## src/rtl/div_sequencer.sv

```systemverilog
// div_sequencer: multi-cycle controller for a restoring shift-subtract divider (DIV/DIVU).
// Latches one request, runs one quotient bit per clock, applies the sign fix-up,
// then pulses done/hilo_we with HI=remainder, LO=quotient. Holds the pipeline via stall_req.
// Ports:
//   clk, rst            clock, synchronous active-high reset
//   start, is_signed    request pulse (IDLE only) and signed-divide select
//   dividend, divisor   W-bit operands, sampled with start
//   flush               aborts any in-flight divide
//   busy, stall_req     high whenever the sequencer is not idle
//   done, hilo_we       one-cycle result strobe
//   quotient, remainder result registers, held until the next done
//   div_by_zero         set by a zero-divisor done, cleared by the next normal done
module div_sequencer #(
    parameter int unsigned W = 16
) (
    input  logic         clk,
    input  logic         rst,
    input  logic         start,
    input  logic         is_signed,
    input  logic [W-1:0] dividend,
    input  logic [W-1:0] divisor,
    input  logic         flush,
    output logic         busy,
    output logic         stall_req,
    output logic         done,
    output logic         hilo_we,
    output logic [W-1:0] quotient,
    output logic [W-1:0] remainder,
    output logic         div_by_zero
);

    localparam int unsigned CW = $clog2(W) + 1;

    localparam logic [2:0] S_IDLE = 3'd0;
    localparam logic [2:0] S_PREP = 3'd1;
    localparam logic [2:0] S_RUN  = 3'd2;
    localparam logic [2:0] S_FIX  = 3'd3;
    localparam logic [2:0] S_DONE = 3'd4;

    logic [2:0]    state;
    logic [2:0]    state_d;

    logic [W-1:0]  a_q;
    logic [W-1:0]  b_q;
    logic          sgn_q;
    logic [W-1:0]  b_mag_q;
    logic          neg_q;
    logic          neg_r;
    logic [W:0]    rem_r;
    logic [W-1:0]  quo_r;
    logic [CW-1:0] cnt;

    logic          accept;
    logic          sa;
    logic          sb;
    logic [W-1:0]  a_mag;
    logic [W-1:0]  b_mag;
    logic [W+1:0]  t_val;
    logic          t_ge;
    logic [W-1:0]  quo_fix;
    logic [W-1:0]  rem_fix;

    // Datapath combinational terms: magnitudes, trial subtract, sign fix-up
    always_comb begin
        accept  = start && !flush;
        sa      = sgn_q & a_q[W-1];
        sb      = sgn_q & b_q[W-1];
        a_mag   = sa ? W'(-a_q) : a_q;
        b_mag   = sb ? W'(-b_q) : b_q;
        // T = ({R,Q} << 1).R - {0,|b|}, one extra bit so its MSB is the sign of T
        t_val   = {rem_r, quo_r[W-1]} - {2'b00, b_mag_q};
        t_ge    = ~t_val[W+1];
        quo_fix = neg_q ? W'(-quo_r) : quo_r;
        rem_fix = neg_r ? W'(-rem_r[W-1:0]) : rem_r[W-1:0];
        // Zero divisor: all-ones quotient, raw dividend as remainder
        if (b_q == '0) begin
            quo_fix = '1;
            rem_fix = a_q;
        end
    end

    // Next-state logic
    always_comb begin
        state_d = state;
        case (state)
            S_IDLE: if (accept) state_d = S_PREP;
            // Zero divisor skips RUN but still passes through FIX, giving a fixed two-edge latency
            S_PREP: state_d = (b_q == '0) ? S_FIX : S_RUN;
            S_RUN:  if (cnt == CW'(1)) state_d = S_FIX;
            S_FIX:  state_d = S_DONE;
            S_DONE: state_d = S_IDLE;
            default: state_d = S_IDLE;
        endcase
        if (flush && state != S_IDLE) state_d = S_IDLE;
    end

    // State register
    always_ff @(posedge clk) begin
        if (rst) state <= S_IDLE;
        else     state <= state_d;
    end

    // Operand latch and shift-subtract iteration
    always_ff @(posedge clk) begin
        if (rst) begin
            a_q     <= '0;
            b_q     <= '0;
            sgn_q   <= 1'b0;
            b_mag_q <= '0;
            neg_q   <= 1'b0;
            neg_r   <= 1'b0;
            rem_r   <= '0;
            quo_r   <= '0;
            cnt     <= '0;
        end else begin
            case (state)
                S_IDLE: begin
                    if (accept) begin
                        a_q   <= dividend;
                        b_q   <= divisor;
                        sgn_q <= is_signed;
                    end
                end
                S_PREP: begin
                    rem_r   <= '0;
                    quo_r   <= a_mag;
                    b_mag_q <= b_mag;
                    neg_q   <= sa ^ sb;
                    neg_r   <= sa;
                    cnt     <= CW'(W);
                end
                S_RUN: begin
                    rem_r <= t_ge ? t_val[W:0] : {rem_r[W-1:0], quo_r[W-1]};
                    quo_r <= {quo_r[W-2:0], t_ge};
                    cnt   <= cnt - CW'(1);
                end
                default: ;
            endcase
        end
    end

    // Registered outputs; results change only on the FIX -> DONE transition
    always_ff @(posedge clk) begin
        if (rst) begin
            busy        <= 1'b0;
            stall_req   <= 1'b0;
            done        <= 1'b0;
            hilo_we     <= 1'b0;
            quotient    <= '0;
            remainder   <= '0;
            div_by_zero <= 1'b0;
        end else begin
            busy      <= (state_d != S_IDLE);
            stall_req <= (state_d != S_IDLE);
            done      <= (state_d == S_DONE);
            hilo_we   <= (state_d == S_DONE);
            if (state == S_FIX && state_d == S_DONE) begin
                quotient    <= quo_fix;
                remainder   <= rem_fix;
                div_by_zero <= (b_q == '0);
            end
        end
    end

endmodule
```

## config.mk

```make
export PLATFORM = sky130hd
export DESIGN_NAME = div_sequencer
export DESIGN_NICKNAME = d
export VERILOG_FILES = /design/src/rtl/div_sequencer.sv
export SDC_FILE = /design/constraint.sdc
export NUM_CORES = 1
export LEC_CHECK = 0
export ABC_CLOCK_PERIOD_IN_PS = 2300
export CAP_MARGIN = 20
export CORE_ASPECT_RATIO = 1.2
export CORE_UTILIZATION = 52
export DETAILED_ROUTE_END_ITERATION = 16
export PLACE_DENSITY = 0.78
export SETUP_SLACK_MARGIN = 0.02
export SLEW_MARGIN = 20
export SYNTH_ARGS = -nofsm -noshare
export SYNTH_HDL_FRONTEND = slang
export SYNTH_SLANG_ARGS = --single-unit
```

## constraint.sdc

```tcl
create_clock -name clk -period 2.3 [get_ports clk]
set_input_delay 0.46 -clock clk [delete_from_list [all_inputs] [get_ports clk]]
set_output_delay 0.46 -clock clk [all_outputs]
set_load 0.005 [all_outputs]
```

==> GITHUB_STEP_SUMMARY <==
## Synthesis and layout report

| Metric | Value |
|---|---|
| PortBufs | 73 |
| Fin crit period | 2.70 ns |
| Tap Cells | 164 |
| FF-to-FF setup slack | -0.40 ns |
| # clock sinks | 127 |
| Worst Setup SP | rem_r[7] |
| Final Power | 6800 uW |
| GP Congestion | 0.919 |
| YS chip area | 6950 um2 |
| Critical path class | reg2reg |
| Clock network power share | 0.397 |
| Comb pwr share | 0.257 |
| Largest logic family | AND-OR/OR-AND gates |
| Cell Type Count | 62 |
| Routed len/inst | 18.1 um |
| Fillcell total | 843 |
| Hold Path Sink | b_mag_q[8] |
| Cells after synthesis | 860 |
| Number of max-cap violations | 0 |
| Biggest consumer | clock |
| Biggest register | rem_r |
| Met2 wire length | 10000 um |
| GR Overflow Total | 0 |
| Top Layer Used | met4 |
| Post-CTS Setup Bufs | 10 |
| Fin cells | 1172 |
| Hold depth | 2 |
| Clk_skew | 0.00988 ns |
| Power Sequential | 2350 uW |
| CTS root buf | clkbuf_16 |
| Cell area after synthesis | 6950 um2 |
| Slew @ Worst Pin | 0.913 ns |
| CP delay by family, top | AND-OR/OR-AND gates |
| Flops | 127 |
| Clock Latency Late Sink | 0.42 ns |
| Hold Vio Cnt, Final | 0 |
| Failing checks | setup timing |
| Placed cell area | 8360 um2 |
| Number of non-clock buffers in the layout | 179 |
| Levels on crit path | 12 |
| Reg-to-reg startpoint | rem_r[7] |
| Routed wl met3 | 1680 um |
| Async set or reset register ratio after synthesis | 0 |
| PD cells | 706 nW/um2 |
| Non-CTS inverters | 30 |
| Crit path launch type | flop |
| Vias in the first global route | 6564 |
| Top-count cell post-synth | nand2_1 |
| Sequential share of power | 0.345 |
| Critical Path Sink Type | flop |
| Sequential cell area | 2570 um2 |
| R2R depth | 12 |
| Placed cell count | 1115 |
| Yosys warning total | 0 |
| Clkbuf count | 20 |
| Initial drt markers | 794 |
| Ys cells | 860 |
| OpenROAD warnings | 30 |
| Top class by area | logic gates |
| Signal buf overhead | 0.177 |
| Synth cell count leaders | nand2_1 (151), dfxtp_1 (127), nor2_1 (77) |
| Comb group | 1750 uW |
| Setup-failing EPs final | 22 |
| Width of the die | 108 um |
| Simple Share, Synth | 0.195 |
| Global-route usage over all layers | 0.294 |
| Area growth syn-to-layout | 38.5% |
| Post-route ant nets | 0 |
| Post-DP HPWL | 12900 um |
| Worst setup margin | -0.404 ns |
| Share of cells above drive strength 1 | 0.234 |
| Top cell area share | 0.366 |
| Status | finished, violations left |
| Mapped Avg Cell Area | 8.08 um2 |
| Aoi share | 0.232 |
| Most frequent cells in the layout | nand2_1 (150), dfxtp_1 (105), buf_4 (88) |
| First-pass DRT Iterations | 8 |
| CP cell instances | ha_4 -> a21oi_4 -> o22ai_2 -> a211o_1 -> buf_6 -> buf_6 -> a311oi_4 -> buf_6 -> buf_4 -> clkbuf_16 -> mux2i_1 -> o21ai_1 |
| Ant diodes | 0 |
| Logic share of the area | 0.461 |
| Slowest stage delay, CP | 0.36 ns |
| Adder Area Share | 0.0425 |
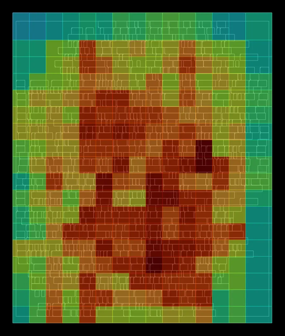
Fig. 1. Routing congestion.
Final Core Density: 0.750
Most Crowded Layer GR: met2

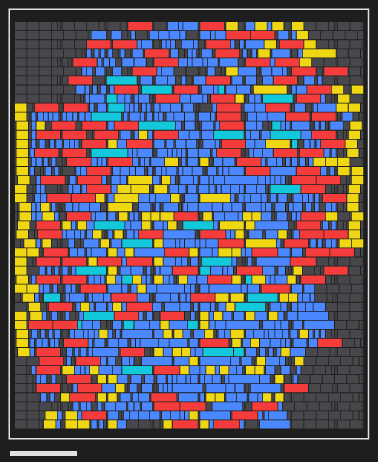
Fig. 2. Placed cells, one colour a class.
Scale bar: 20 um. Fill, decap, tap and diode cells in grey.
cyan -> clock drivers and dummy loads  # cells 32, share of their area 6.3%
red -> flip-flops  # cells 127, share of their area 27%
yellow -> other buffers and delay cells  # cells 179, share of their area 18%
blue -> all other logic  # cells 670, share of their area 48%
Final Cell Area: 9620 um2
sequential share of cell area: 0.268

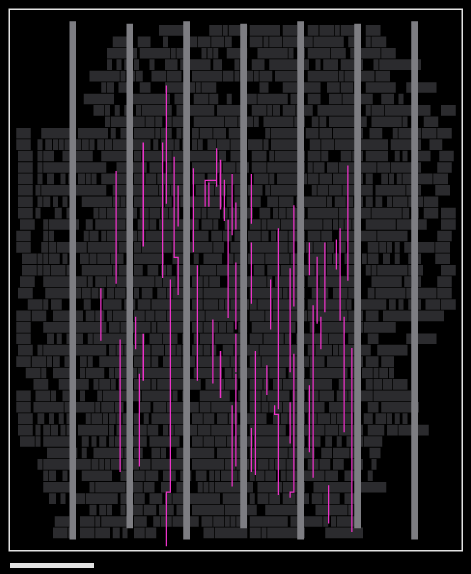
Fig. 3. Signal wires on met4.
Scale bar: 20 um. Supply wires on this layer in grey.
wire length on this layer = 1010 um
main direction = vertical
via count: 7204
DRT Wirelength: 21200 um

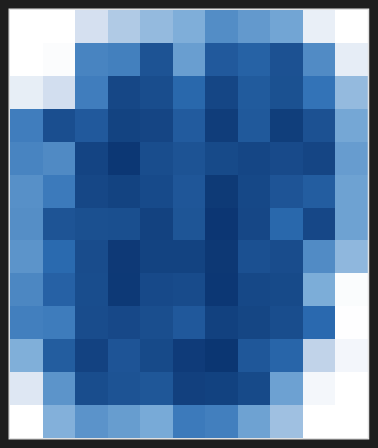
Fig. 4. Cell area per tile.
11 x 13 tiles, from white (low) to dark blue (high), 0 to 100% covered.
tiles over 75% full = 57%
mean over tiles = 68%
nearly empty tiles = 7.0%
fullest tile = 98%
core area: 12800 um2
Initial Utilization: 0.541

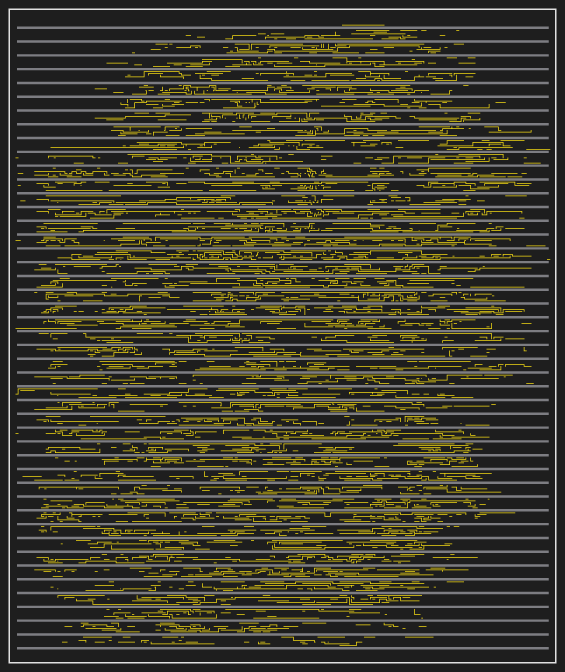
Fig. 5. Met1 routing.
Supply wires on this layer in grey.
wire length on this layer = 8450 um
nets with wire on the layer = 980
longest straight run = 49.2 um
share of all routed wire = 40%
main direction = horizontal
grt met1 use: 0.364

Power figures rest on the tool's default switching activity, not on a simulated workload.
